Design bcd_conv_arbiter, sky130hd; sources not shown.
### Cell sizes after repair, run 1

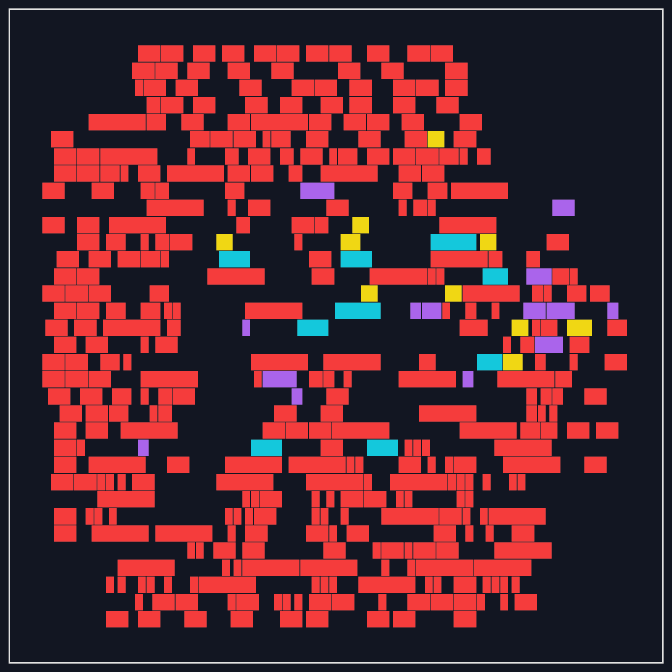
_6 and larger: drawn in cyan, cells 9, share 2.3%. _2 cells: drawn in purple, cells 14, share 3.5%. _0 and _1 cells: drawn in red, cells 362, share 92%. _3 and _4 cells: drawn in yellow, cells 10, share 2.5%.
Syn-to-layout area delta: 68.7%
Finished Cell Area: 3980 um2
bufs w/o clock: 153
post-route setup slack: 0.0860 ns

### Routing congestion map, run 1

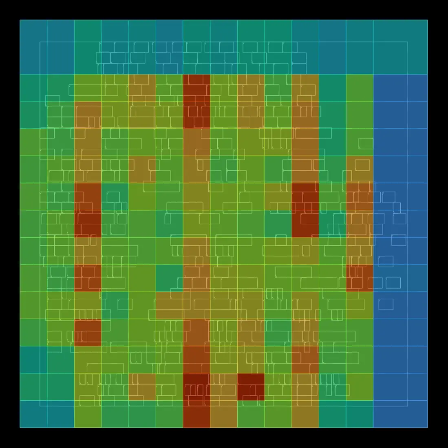
DR WL/cell: 15.3 um
final core occ: 0.461
GRT Overall Usage: 0.146

### Routed metal, one colour a layer, run 1

Only two layers are drawn.
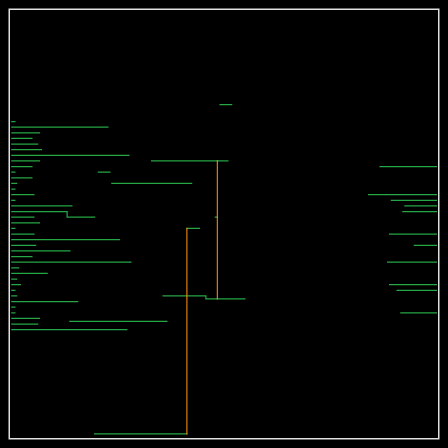
metal 4: drawn in orange, wire length 83.0 um. metal 3: drawn in green, wire length 535 um.
DR vias: 2,276
WL final: 7710 um

### Gate families picked out, run 1

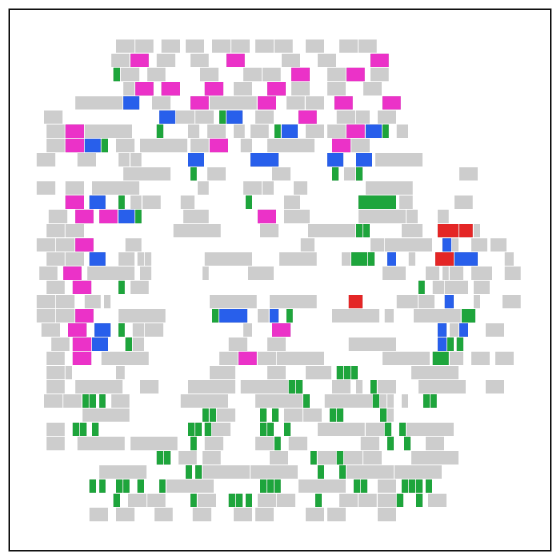
AND-OR and OR-AND gates: drawn in red, cells 4, where right middle. multiplexers: drawn in magenta, cells 32. inverting AOI/OAI gates: drawn in blue, cells 24. NAND gates: drawn in green, cells 93.
Non-Filler Instances: 503
Comb/total area: 0.287

==> impl_metrics.json, run 1 <==
{
  "switchingPower_mw": 1.25,
  "warning_count": 26,
  "synth.logic.top_family": "simple AND/OR/NAND/NOR gates",
  "ff2ff_setup_slack_ns": 0.77,
  "max_slew_margin": 0.505,
  "drt_iter0_markers": 56,
  "final_nets": 488,
  "fin_hold_ws_ns": 0.474,
  "logic_gate_count": 184,
  "clockBufferDepth": 2,
  "power_frac_seq": 0.330,
  "clkbuf_count": 5,
  "synth_warnings": 0,
  "antennaDiodeCount": 0,
  "core-area_um2": 8640,
  "start_kind": "input pin",
  "ys_sh_mux": 0.136,
  "num-fill-cells": 858,
  "cts_tree": "built",
  "clkPwrFrac": 0.118,
  "powerDensity_nw_per_um2": 855,
  "ys.flop_type": "dfrtp_1",
  "worst_ep_arrival_time_ns": 2.15,
  "fp_util": 0.273,
  "min_period_ns": 2.71,
  "clock_latency_ns": 0.30,
  "cts_hold_buf": 0,
  "drive_above_1_share": 0.0835,
  "seq-cell-share": 0.283,
  "vias_per_cell": 4.52,
  "syn_nets": 342,
  "numPortBuffers": 136,
  "ys_types": 32,
  "placed_area_um2": 3880,
  "end_kind": "output port",
  "tns_ns": 0,
  "ys_chip_area_um2": 2360,
  "tightestPinTransition_ns": 0.742,
  "synthAoiAreaFrac": 0.0970,
  "io_pins": 137,
  "grt_pass1_wl_um": 12000,
  "die_width_um": 103,
  "powerSeq_mw": 1.12,
  "critical_path.max_fanout": 9,
  "largest_cell_class": "buffers",
  "finalClockPeriodUsage": 0.969,
  "cts_buffers": 5,
  "rows": 34,
  "ys_ff": 45,
  "drv_slew": 0,
  "top_area_frac": 0.477,
  "max_freq_mhz": 368,
  "n_tap_cell": 108,
  "finalHoldViolations": 0,
  "grt_max_degree": 29,
  "die-area_um2": 10700,
  "seq_cells": 45,
  "fin_skew_ns": 0.00769,
  "top_power_group": "combinational cells",
  "p_int_mw": 2.15,
  "simple_gate_share": 0.232,
  "most_common_cell": "nand2_1",
  "combPwrFrac": 0.553,
  "dr.pass1.iters": 4,
  "synth-async-reset-ratio": 1.00,
  "htreeDepth": 2,
  "cts_root_buf": "clkbuf_8",
  "cap_violations": 0,
  "place_inst": 495,
  "yosys-top-cells-count": "nand2_1, dfrtp_1, mux2i_1",
  "path_clk_slew_ns": 0.09,
  "powerClk_mw": 0.400,
  "crit_required_ns": 2.24,
  "largest_reg_flops": 20,
  "die_h_um": 103,
  "rsz0062_at_grt": "false",
  "grt_pass1_vias": 2358,
  "final_common_cell": "clkdlybuf4s50_1",
  "holdPathStages": 2,
  "dpl.hpwl_um": 6090,
  "drc_errors": 0,
  "gp_congestion": 0.752,
  "final_antenna_net_count": 0,
  "seqCellArea_um2": 1130,
  "antenna_found_initial": 0,
  "top_cells_by_area": "dfrtp_1, nand2_1, mux2i_1, o221ai_1, and2_1",
  "top_area_cell": "dfrtp_1",
  "dp_slack_ns": -0.723,
  "grt_overflow": 0,
  "buf_share": 0.369,
  "comb-power_mw": 1.88,
  "inv_count": 6,
  "numClockSinks": 45,
  "swShare": 0.369,
  "synth.avg_cell_area_um2": 9.48,
  "clk_share": 0.0214,
  "postSynthCellCount": 249,
  "synth.cellmix.xorXnorShare": 0,
  "critPathKind": "in2out",
  "syn-cell-area_um2": 2360,
  "synth_stat.cells": 249,
  "run_status": "finished, final reports clean",
  "synth_seq_share": 0.477,
  "p_total_mw": 3.40,
  "ff2ff_path_depth": 8,
  "combGateArea_um2": 1140,
  "p_leak_nw": 1.89,
  "ys_sh_adder": 0.00530,
  "ir_worst_vdd_mv": 0.277,
  "most-common-layout-cells": "clkdlybuf4s50_1, nand2_1, dfrtp_1, mux2i_1, dlygate4sd3_1",
  "final-setup-viol-count": 0,
  "hold_class": "reg2reg",
  "edf_count": 0
}
## run 1: layer usage
layer	wire (um)	share of wire	track usage	up-vias
li1	-	-	-	1132
met1	3050	0.40	0.176	1074
met2	4040	0.52	0.254	65
met3	535	0.069	0.0436	5
met4	82	0.011	0.0359	0
met5	0	0	0	-
## run 1: worst max-delay path, stage by stage
cell           delay (ns)
dlygate4sd2_1        0.28
or4_4                0.51
and2_4               0.16
buf_6                0.13
nand2b_2             0.09
buf_12               0.12
nor2_1               0.04
dlygate4sd2_1        0.27
## run 1: what timing repair did
action	CTS	global route
buffers inserted	4	1
gates cloned	0	0
setup endpoints to repair	13	10
gates resized	18	4
pin swaps	3	1
==> inputs of run 2 (changes only) <==
--- a/config.mk
+++ b/config.mk
@@ -5,6 +5,7 @@
 export SDC_FILE = /design/constraint.sdc
 export NUM_CORES = 1
 export LEC_CHECK = 0
+export ABC_AREA = 1
 export CAP_MARGIN = 40
 export CELL_PAD_IN_SITES_DETAIL_PLACEMENT = 0
 export CELL_PAD_IN_SITES_GLOBAL_PLACEMENT = 1
@@ -12,7 +13,7 @@
 export CORE_UTILIZATION = 27
 export DETAILED_ROUTE_END_ITERATION = 10
 export GPL_TIMING_DRIVEN = 0
-export PLACE_DENSITY = 0.83
+export PLACE_DENSITY = 0.82
 export RECOVER_POWER = 50
 export SLEW_MARGIN = 20
 export SYNTH_ARGS = -nofsm -noshare
==> run 2 against run 1 <==
  * Global-route usage is 0.14 points higher
  * Final cell count is 49% higher
  * Worst setup slack better by 0.016 ns
  * Register-to-register slack worse by 0.04 ns
  * First-iteration DRC count went up to 2.6 times the previous value
  * Fmax is 0.59% higher
  * Power is 53% higher
  * Die size is 20% higher
  * Clock skew is 0.0022 ns higher
  * Routed wire length is 23% higher
  * Cell area is 19% higher
  * Critical path type is now reg2out
  * Critical endpoint is now req_ack[2]
  * Largest cell class unchanged
==> impl_metrics.json, run 2 <==
{
  "die-area_um2": 12900,
  "path_clk_slew_ns": 0.08,
  "synth_stat.cells": 459,
  "warning_count": 26,
  "wl_met2_um": 4660,
  "core-area_um2": 10400,
  "ys.flop_type": "dfrtp_1",
  "signal_buffers": 169,
  "use_met1": 0.187,
  "simple_gate_share": 0.420,
  "die_h_um": 113,
  "edf_count": 0,
  "seq-cell-share": 0.238,
  "postSynthCellCount": 459,
  "ys_chip_area_um2": 2890,
  "fp_util": 0.278,
  "run_status": "finished, final reports clean",
  "busiest_layer": "met2",
  "crit_cells": 13,
  "rows": 37,
  "inv_count": 93,
  "most-common-layout-cells": "nand2_1, clkdlybuf4s50_1, inv_1, nand3_1, dfrtp_1",
  "clock_latency_ns": 0.29,
  "logic_gate_count": 301,
  "synthAoiAreaFrac": 0.0239,
  "ys_sh_mux": 0,
  "powerDensity_nw_per_um2": 1100,
  "ys_ff": 45,
  "top_layer": "met4",
  "synth_seq_share": 0.390,
  "min_period_ns": 2.70,
  "htreeDepth": 2,
  "top_area_cell": "dfrtp_1",
  "finalClockPeriodUsage": 0.964,
  "drt_iter0_markers": 145,
  "powerClk_mw": 0.472,
  "drt-total-wl_um": 9510,
  "clockBufferDepth": 2,
  "ff2ff_setup_slack_ns": 0.73,
  "combPwrFrac": 0.691,
  "crit_family": "simple AND/OR/NAND/NOR gates",
  "drt-met1-wl_um": 4090,
  "fin_ws_ns": 0.102,
  "clk_share": 0.0219,
  "numClockSinks": 45,
  "power_frac_seq": 0.219,
  "critPathKind": "reg2out",
  "fin_skew_ns": 0.00994,
  "syn_nets": 552,
  "finalHoldViolations": 0,
  "p_leak_nw": 2.52,
  "io_pins": 137,
  "final_common_cell": "nand2_1",
  "antennaDiodeCount": 0,
  "grt_overflow": 0,
  "ys_types": 21,
  "yosys-top-cells-count": "nand2_1, inv_1, nand3_1",
  "hold_class": "reg2reg",
  "track_usage": 0.147,
  "met3_usage": 0.0387,
  "max_slew_margin": 0.299,
  "clkPwrFrac": 0.091,
  "max_freq_mhz": 371,
  "synth-async-reset-ratio": 1.00,
  "combGateArea_um2": 1370,
  "vias": 3201,
  "drv_slew": 0,
  "wl_per_cell_um": 12.7,
  "grt_pass1_vias": 3353,
  "tightestPinTransition_ns": 1.05,
  "path_cells": "buf_6 > nand2_1 > nand2_2 > nand2_2 > nand2_2 > nor2_4 > nand2_1 > nand2_1 > buf_4 > nor2_4 > inv_2 > nor2_2 > buf_2",
  "dr_wl_met3_um": 739,
  "path_buffers": 4,
  "p_int_mw": 2.88,
  "most_common_cell": "nand2_1",
  "swShare": 0.447,
  "comb_area_frac": 0.290,
  "die_width_um": 113,
  "critical_path.max_fanout": 10,
  "final_antenna_net_count": 0,
  "top_area_frac": 0.390,
  "grt_max_degree": 26,
  "dp_slack_ns": -0.822,
  "drc_errors": 0,
  "top_power_group": "combinational cells",
  "cp_slowest_cell": "dfrtp_1",
  "holdPathStages": 2,
  "slowest_delay_ns": 0.43,
  "cts_resized": 37,
  "n_tap_cell": 136
}
==> run 2: cell types whose count changed in the layout (fill, tap and decap cells not counted), sizes merged, moves of 18 or more <==
cell and delta:
inv +86, nor2 +22, nand3 +64, mux2i -32, nand2 +91, buf +18
==> run 2: logic make-up (layout without fill, tap and decap cells) <==
logic type               after synthesis  after routing
adder cells (fa/ha/maj)                1              1
AND-OR/OR-AND                         13             13
buffers and inverters                113            269
flip-flops                            45             45
AND/OR/NAND/NOR                      287            287
==> run 2: stage by stage <==
stage                     power, mW  cells  hold slack [ns]   util  area (um2)
after detailed placement       4.37    732            0.465  0.429        4440
final                          5.21    751            0.474  0.457        4740
after global placement         4.33    731            0.461  0.426        4420
after floorplan                3.11    459            0.449      -        2890
after global routing           5.78    751            0.494  0.457        4740
after CTS                      5.20    748            0.487  0.450        4670
### Where the registers sit, run 2

Scale bar: 20 um. Other sequential cells in the stronger grey, the rest of the logic in the fainter grey.
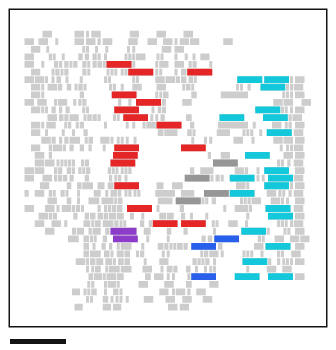
rr_ptr: drawn in purple, placed flops 2. rsp_data: drawn in cyan, placed flops 20. state: drawn in blue, placed flops 3. op: drawn in red, placed flops 16.
Another 4 sequential cells are not coloured.
Seq. pwr: 1.14 mW
final core occ: 0.457
register area: 1130 um2

Power is estimated from default activity; no workload was simulated.
